**src/rtl/ft_cmd_rx.sv**
```systemverilog
// rtl/ft_cmd_rx.sv - FT245-style FIFO read engine and 5-byte command deframer
// Reads bytes over FT_RXF/FT_RD, validates sync/checksum, delivers commands via valid/ready.
module ft_cmd_rx #(
   parameter int         RD_LOW_CYCLES  = 4,
   parameter int         RD_HIGH_CYCLES = 4,
   parameter int         TIMEOUT_CYCLES = 1000000,
   parameter logic [7:0] SYNC_BYTE      = 8'h55
) (
   input  logic        clk,
   input  logic        rst,
   input  logic        ft_rxf_n,
   input  logic [7:0]  ft_d_in,
   output logic        ft_rd_n,
   input  logic        rd_en,
   output logic        rd_active,
   output logic        cmd_valid,
   input  logic        cmd_ready,
   output logic [7:0]  cmd_opcode,
   output logic [15:0] cmd_arg,
   output logic [7:0]  err_count
);

   localparam int CNT_MAX = (RD_LOW_CYCLES > RD_HIGH_CYCLES) ? RD_LOW_CYCLES : RD_HIGH_CYCLES;
   localparam int CW      = $clog2(CNT_MAX + 1);
   localparam int TW      = $clog2(TIMEOUT_CYCLES + 1);
   localparam logic [CW-1:0] LOW_LAST  = CW'(RD_LOW_CYCLES - 1);
   localparam logic [CW-1:0] HIGH_LAST = CW'(RD_HIGH_CYCLES - 1);
   localparam logic [TW-1:0] GAP_LAST  = TW'(TIMEOUT_CYCLES - 1);

   typedef enum logic [1:0] {B_IDLE, B_RD_LOW, B_RD_HIGH} bus_state_t;
   typedef enum logic [2:0] {P_SYNC, P_OPC, P_ARGH, P_ARGL, P_CSUM} prs_state_t;

   logic          rxf_meta_q, rxf_meta_d, rxf_sync_q, rxf_sync_d;
   bus_state_t    bus_state_q, bus_state_d;
   logic [CW-1:0] bus_cnt_q, bus_cnt_d;
   logic          capture;
   logic          ft_rd_n_q, ft_rd_n_d, rd_active_q, rd_active_d;
   logic [7:0]    rx_byte_q, rx_byte_d;
   logic          strobe_q, strobe_d;
   prs_state_t    ps_q, ps_d;
   logic [7:0]    opc_q, opc_d, argh_q, argh_d, argl_q, argl_d;
   logic [TW-1:0] gap_q, gap_d;
   logic          timeout, err_inc;
   logic          cmd_valid_q, cmd_valid_d;
   logic [7:0]    cmd_opcode_q, cmd_opcode_d;
   logic [15:0]   cmd_arg_q, cmd_arg_d;
   logic [7:0]    err_q, err_d;

   // Bus FSM state register, including its registered outputs so ft_rd_n is glitch-free
   always_ff @(posedge clk or posedge rst) begin
      if (rst) begin
         bus_state_q <= B_IDLE;
         bus_cnt_q   <= '0;
         ft_rd_n_q   <= 1'b1;
         rd_active_q <= 1'b0;
         rx_byte_q   <= 8'h00;
         strobe_q    <= 1'b0;
      end else begin
         bus_state_q <= bus_state_d;
         bus_cnt_q   <= bus_cnt_d;
         ft_rd_n_q   <= ft_rd_n_d;
         rd_active_q <= rd_active_d;
         rx_byte_q   <= rx_byte_d;
         strobe_q    <= strobe_d;
      end
   end

   always_comb begin
      bus_state_d = bus_state_q;
      bus_cnt_d   = bus_cnt_q;
      capture     = 1'b0;
      case (bus_state_q)
         B_IDLE: begin
            if (!rxf_sync_q && rd_en && !cmd_valid_q) begin
               bus_state_d = B_RD_LOW;
               bus_cnt_d   = '0;
            end
         end
         B_RD_LOW: begin
            if (bus_cnt_q == LOW_LAST) begin
               capture     = 1'b1;
               bus_state_d = B_RD_HIGH;
               bus_cnt_d   = '0;
            end else begin
               bus_cnt_d = bus_cnt_q + CW'(1);
            end
         end
         B_RD_HIGH: begin
            if (bus_cnt_q == HIGH_LAST) begin
               bus_state_d = B_IDLE;
               bus_cnt_d   = '0;
            end else begin
               bus_cnt_d = bus_cnt_q + CW'(1);
            end
         end
         default: begin
            bus_state_d = B_IDLE;
            bus_cnt_d   = '0;
         end
      endcase
   end

   always_comb begin
      ft_rd_n_d   = (bus_state_d != B_RD_LOW);
      rd_active_d = (bus_state_d != B_IDLE);
      rx_byte_d   = capture ? ft_d_in : rx_byte_q;
      strobe_d    = capture;
   end

   always_comb begin
      rxf_meta_d = ft_rxf_n;
      rxf_sync_d = rxf_meta_q;
   end

   always_ff @(posedge clk or posedge rst) begin
      if (rst) begin
         rxf_meta_q   <= 1'b1;
         rxf_sync_q   <= 1'b1;
         ps_q         <= P_SYNC;
         opc_q        <= 8'h00;
         argh_q       <= 8'h00;
         argl_q       <= 8'h00;
         gap_q        <= '0;
         cmd_valid_q  <= 1'b0;
         cmd_opcode_q <= 8'h00;
         cmd_arg_q    <= 16'h0000;
         err_q        <= 8'h00;
      end else begin
         rxf_meta_q   <= rxf_meta_d;
         rxf_sync_q   <= rxf_sync_d;
         ps_q         <= ps_d;
         opc_q        <= opc_d;
         argh_q       <= argh_d;
         argl_q       <= argl_d;
         gap_q        <= gap_d;
         cmd_valid_q  <= cmd_valid_d;
         cmd_opcode_q <= cmd_opcode_d;
         cmd_arg_q    <= cmd_arg_d;
         err_q        <= err_d;
      end
   end

   // Gap timer is frozen during consumer stalls and bus sharing so neither can abort a frame
   always_comb begin
      gap_d   = gap_q;
      timeout = 1'b0;
      if (strobe_q || ps_q == P_SYNC) begin
         gap_d = '0;
      end else if (!cmd_valid_q && rd_en) begin
         if (gap_q == GAP_LAST) begin
            timeout = 1'b1;
            gap_d   = '0;
         end else begin
            gap_d = gap_q + TW'(1);
         end
      end
   end

   always_comb begin
      ps_d         = ps_q;
      opc_d        = opc_q;
      argh_d       = argh_q;
      argl_d       = argl_q;
      cmd_valid_d  = cmd_valid_q && !cmd_ready;
      cmd_opcode_d = cmd_opcode_q;
      cmd_arg_d    = cmd_arg_q;
      err_inc      = 1'b0;
      if (strobe_q) begin
         case (ps_q)
            P_SYNC: if (rx_byte_q == SYNC_BYTE) ps_d = P_OPC;
            P_OPC: begin
               opc_d = rx_byte_q;
               ps_d  = P_ARGH;
            end
            P_ARGH: begin
               argh_d = rx_byte_q;
               ps_d   = P_ARGL;
            end
            P_ARGL: begin
               argl_d = rx_byte_q;
               ps_d   = P_CSUM;
            end
            P_CSUM: begin
               ps_d = P_SYNC;
               if (rx_byte_q == (opc_q ^ argh_q ^ argl_q)) begin
                  cmd_valid_d  = 1'b1;
                  cmd_opcode_d = opc_q;
                  cmd_arg_d    = {argh_q, argl_q};
               end else begin
                  err_inc = 1'b1;
               end
            end
            default: ps_d = P_SYNC;
         endcase
      end else if (timeout) begin
         ps_d    = P_SYNC;
         err_inc = 1'b1;
      end
      err_d = (err_inc && err_q != 8'hFF) ? err_q + 8'd1 : err_q;
   end

   assign ft_rd_n    = ft_rd_n_q;
   assign rd_active  = rd_active_q;
   assign cmd_valid  = cmd_valid_q;
   assign cmd_opcode = cmd_opcode_q;
   assign cmd_arg    = cmd_arg_q;
   assign err_count  = err_q;

endmodule

```
**config.mk**
```make
export PLATFORM = sky130hd
export DESIGN_NAME = ft_cmd_rx
export DESIGN_NICKNAME = d
export VERILOG_FILES = /design/src/rtl/ft_cmd_rx.sv
export SDC_FILE = /design/constraint.sdc
export NUM_CORES = 1
export LEC_CHECK = 0
export CORE_ASPECT_RATIO = 0.5
export CORE_MARGIN = 2
export CORE_UTILIZATION = 45
export CTS_CLUSTER_DIAMETER = 150
export DETAILED_ROUTE_END_ITERATION = 8
export GPL_ROUTABILITY_DRIVEN = 0
export PLACE_DENSITY_LB_ADDON = 0.2
export SYNTH_ARGS = -nofsm -noshare
export SYNTH_HDL_FRONTEND = slang
export SYNTH_SLANG_ARGS = --single-unit
```
**constraint.sdc**
```tcl
create_clock -name clk -period 6.7 [get_ports clk]
set_input_delay 2.01 -clock clk [delete_from_list [all_inputs] [get_ports clk]]
set_output_delay 2.01 -clock clk [all_outputs]
set_load 0.1 [all_outputs]
```
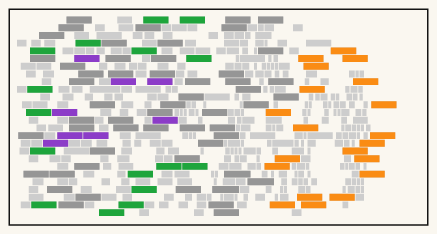
Figure 1: where the registers sit.
legend:
  gap_q:
    colour: orange
    sequential_cells: 20
  cmd_arg:
    colour: green
    sequential_cells: 16
  rx_byte_q:
    colour: purple
    sequential_cells: 8
    where: middle left
not coloured: 54
register area: 2460 um^2
flop share of the area: 44.5%
Post-Route Utilization: 54.8%
seq pwr: 0.722 mW

==> results.py <==
# Metrics from the implementation run
metrics = {
    "outcome": {
        "status": "completed",
    },
    "logic_synthesis": {
        "synth_cell_types": 52,
        "avgSynthCellArea_um2": 12.2,
        "numSynthFlops": 98,
        "syn-cell-area_um2": 4620,
        "ys_seq_share_pct": 53.2,
        "ys_warn_count": 0,
        "synth_cells": 378,
        "yosys_area_um2": 4620,
        "syn_nets": 398,
        "ys_cells": 378,
    },
    "power": {
        "p_clk_share_pct": 32.9,
        "power_leader": "registers",
        "combPwrFrac_pct": 22.5,
        "ir_drop_mv": 0.168,
        "powerDensity_nw_per_um2": 293,
        "switching_share_pct": 33.2,
        "powerClk_mw": 0.534,
        "p_sw_mw": 0.539,
        "powerComb_mw": 0.364,
        "power.share.sequential_pct": 44.6,
        "p_int_mw": 1.08,
        "power.leakage_nw": 2.58,
    },
    "timing": {
        "grt_setup_unrepaired": "false",
        "fmax_mhz": 251,
        "finalSetupViolCount": 0,
        "fin_setup_tns_ps": 0,
        "period_minus_slack_ps": 3990,
        "slew_violations": 0,
        "hold_violations": 0,
        "slew_headroom_pct": 33.9,
        "worstMarginPinSlew_ps": 988,
        "setup_ws_ps": 2710,
        "period_used_pct": 59.5,
        "fin_skew_ps": 7.09,
    },
    "clock_network": {
        "worstSkewPairLatency_ps": 350,
        "cts_setup_buffers": 0,
        "htreeDepth": 3,
        "cts_hold_buf": 0,
        "clk_pin_slew_worst_paths_ps": 70,
        "cts_resized": 0,
        "clkSinkCount": 98,
        "clk_path_buf_depth": 2,
        "cts_root_buf": "clkbuf_16",
        "numCtsBuffers": 9,
        "cts_tree": "done",
    },
    "worst_setup_path": {
        "cp_data_required_time_ps": 4690,
        "slowest_delay_ps": 1120,
        "crit_arrival_ps": 1980,
        "path_delay_family": "buffers and inverters",
        "end_kind": "output port",
        "crit_fanout": 1,
        "crit_chain": "clkdlybuf4s50_1",
        "crit_slowest_cell": "clkdlybuf4s50_1",
        "critical_path_class": "flip-flop to output port",
        "critPathBufInv": 1,
        "critPathLaunchType": "flip-flop",
    },
    "grt": {
        "grt_usage_pct": 16.9,
        "overflow": 0,
        "grt_max_degree": 51,
        "grt_pass1_vias": 3022,
        "grt_pass1_wl_um": 14500,
        "antenna_found_initial": 0,
    },
    "route": {
        "dr.first_iter.drc_count": 97,
        "first_pass_iters": 6,
        "routed_wl_um": 8830,
        "drc": 0,
        "post_drt_via_cell_ratio": 5.27,
        "wl_per_cell_um": 15.4,
        "vias": 3023,
        "ant_nets": 0,
    },
    "place": {
        "dp_hpwl_um": 6010,
        "port_buffers": 47,
        "pre_cts_ws_ps": 2770,
        "dp.cells": 558,
    },
    "floorplan": {
        "io_pins": 48,
        "num_rows": 26,
        "fp.dieW_um": 147,
        "die_y_um": 75.6,
        "die_area_um2": 11100,
    },
    "cells_and_area": {
        "lay_top_count": "dfrtp_1",
        "fill_cells": 863,
        "fin_cells": 574,
        "drive_gt1_share_pct": 20.0,
        "lay_top_cells": "dfrtp_1 (95), clkdlybuf4s50_1 (47), mux2_2 (37), nand2_1 (32), o21ai_0 (26)",
        "fin_nets": 449,
        "syn_to_final_growth_pct": 19.6,
        "antenna_cells": 0,
    },
    "hold_path": {
        "hold_path.class": "flip-flop to flip-flop",
    },
    "run": {
        "warnings": 29,
        "cap_viol_max_count": 0,
    },
}
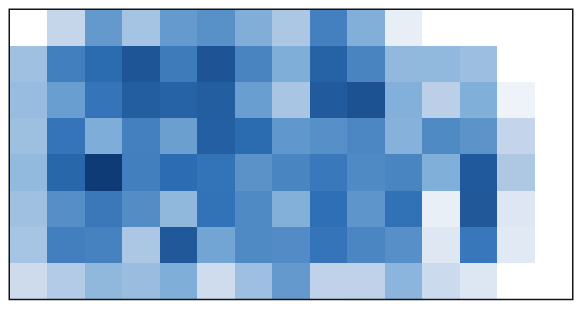
Figure 2: placement density heat map.
The die is cut into 15 by 8 equal tiles; white is low, dark blue is high, 0 to 100% covered.
fullest tile: 96%
mean over tiles: 48%
tiles over 75% full: 14%
core area: 10,100 um^2
Floorplan Utilization: 45.8%

-- area by class of cell --
| class | count | area [um^2] | area share, % |
|---|---|---|---|
| multi-input cells | 260 | 2060 | 37.3 |
| flip-flops and latches | 98 | 2460 | 44.5 |
| clock buffers | 9 | 225 | 4.08 |
| well taps | 140 | 175 | 3.17 |
| repair buffers | 48 | 478 | 8.65 |
| inverters | 12 | 46.3 | 0.838 |
| clock inverters | 7 | 83.8 | 1.52 |
-- through the flow --
| step | power, mW | hold slack (ps) | instance area, um^2 | utilization [%] |
|---|---|---|---|---|
| 2_1_floorplan | 1.01 | 345 | 4620 | - |
| 3_3_place_gp | 1.08 | 348 | 5210 | 51.7 |
| 3_5_place_dp | 1.10 | 348 | 5210 | 51.7 |
| 4_1_cts | 1.64 | 358 | 5520 | 54.8 |
| 5_1_grt | 1.70 | 359 | 5520 | 54.8 |
| 6_report | 1.62 | 357 | 5520 | 54.8 |
-- cells by family after synthesis --
family / Yosys count / synth area share, %
XOR/XNOR: 28 / 5.31
buffers and inverters: 20 / 2.22
flip-flops: 98 / 53.2
AND-OR/OR-AND: 62 / 8.81
adder cells (fa/ha/maj): 7 / 1.90
multiplexers: 60 / 16.2
AND/OR/NAND/NOR: 103 / 12.3
-- synthesized netlist by cell type, drive strengths merged --
library cell,n,share of area [%]
dfrtp,95,51
mux2,59,16
nand2,32,2.6
o21ai,32,3.7
xnor2,18,3.4
nor2,16,1.3
inv,12,0.98
nand3,10,1.3
xor2,10,1.9
ha,7,1.9
nand4,7,0.95
and3,6,0.81
nor2b,6,0.81
nor3,6,1.0
o31ai,6,1.3
a31oi,5,0.68
nand2b,5,0.68
buf,4,0.89
clkbuf,4,0.35
a21oi,3,0.33
dfstp,3,1.7
a21boi,2,0.33
a21o,2,0.33
a22o,2,0.38
a2bb2oi,2,0.38
and2,2,0.27
nor3b,2,0.33
nor4,2,0.54
nor4b,2,0.51
nor4bb,2,0.43
o21a,2,0.33
o22a,2,0.38
o41ai,2,0.38
or4,2,0.33
and4,1,0.19
mux2i,1,0.22
o211ai,1,0.16
o21bai,1,0.16
or2,1,0.14
or3,1,0.14
-- path summary, 6_finish.rpt --
| check | slack (ps) | to | depth (start not counted) | startpoint |
|---|---|---|---|---|
| setup reg to reg | 4060 | gap_q[1] | 5 | gap_q[11] |
| setup / recovery | 2710 | ft_rd_n | 1 | ft_rd_n |
| hold / removal | 360 | rxf_sync_q | 0 | rxf_meta_q |
| max in group asynchronous | 3480 | argl_q[0] | 3 | rst |
| min in group asynchronous | 2140 | gap_q[3] | 2 | rst |
| hold reg to reg | 360 | rxf_sync_q | 0 | rxf_meta_q |
-- per-layer routing --
layer / vias up / global-route usage [%] / part of all wire [%]
met2: 48 / 28.7 / 50
li1: 1445 / - / -
met4: 0 / 5.45 / 1.1
met3: 11 / 5.27 / 3.4
met5: - / 0 / 0
met1: 1519 / 21.3 / 46
-- registers in the layout, summed over array words and instances, names as in the netlist, 2 cells and up --
name,cells
cmd_arg,16
cmd_opcode,8
ps_q,3
err_count,8
bus_state_q,2
opc_q,8
bus_cnt_q,3
argl_q,8
rx_byte_q,8
argh_q,8
gap_q,20
Power is estimated from default activity; no workload was simulated.
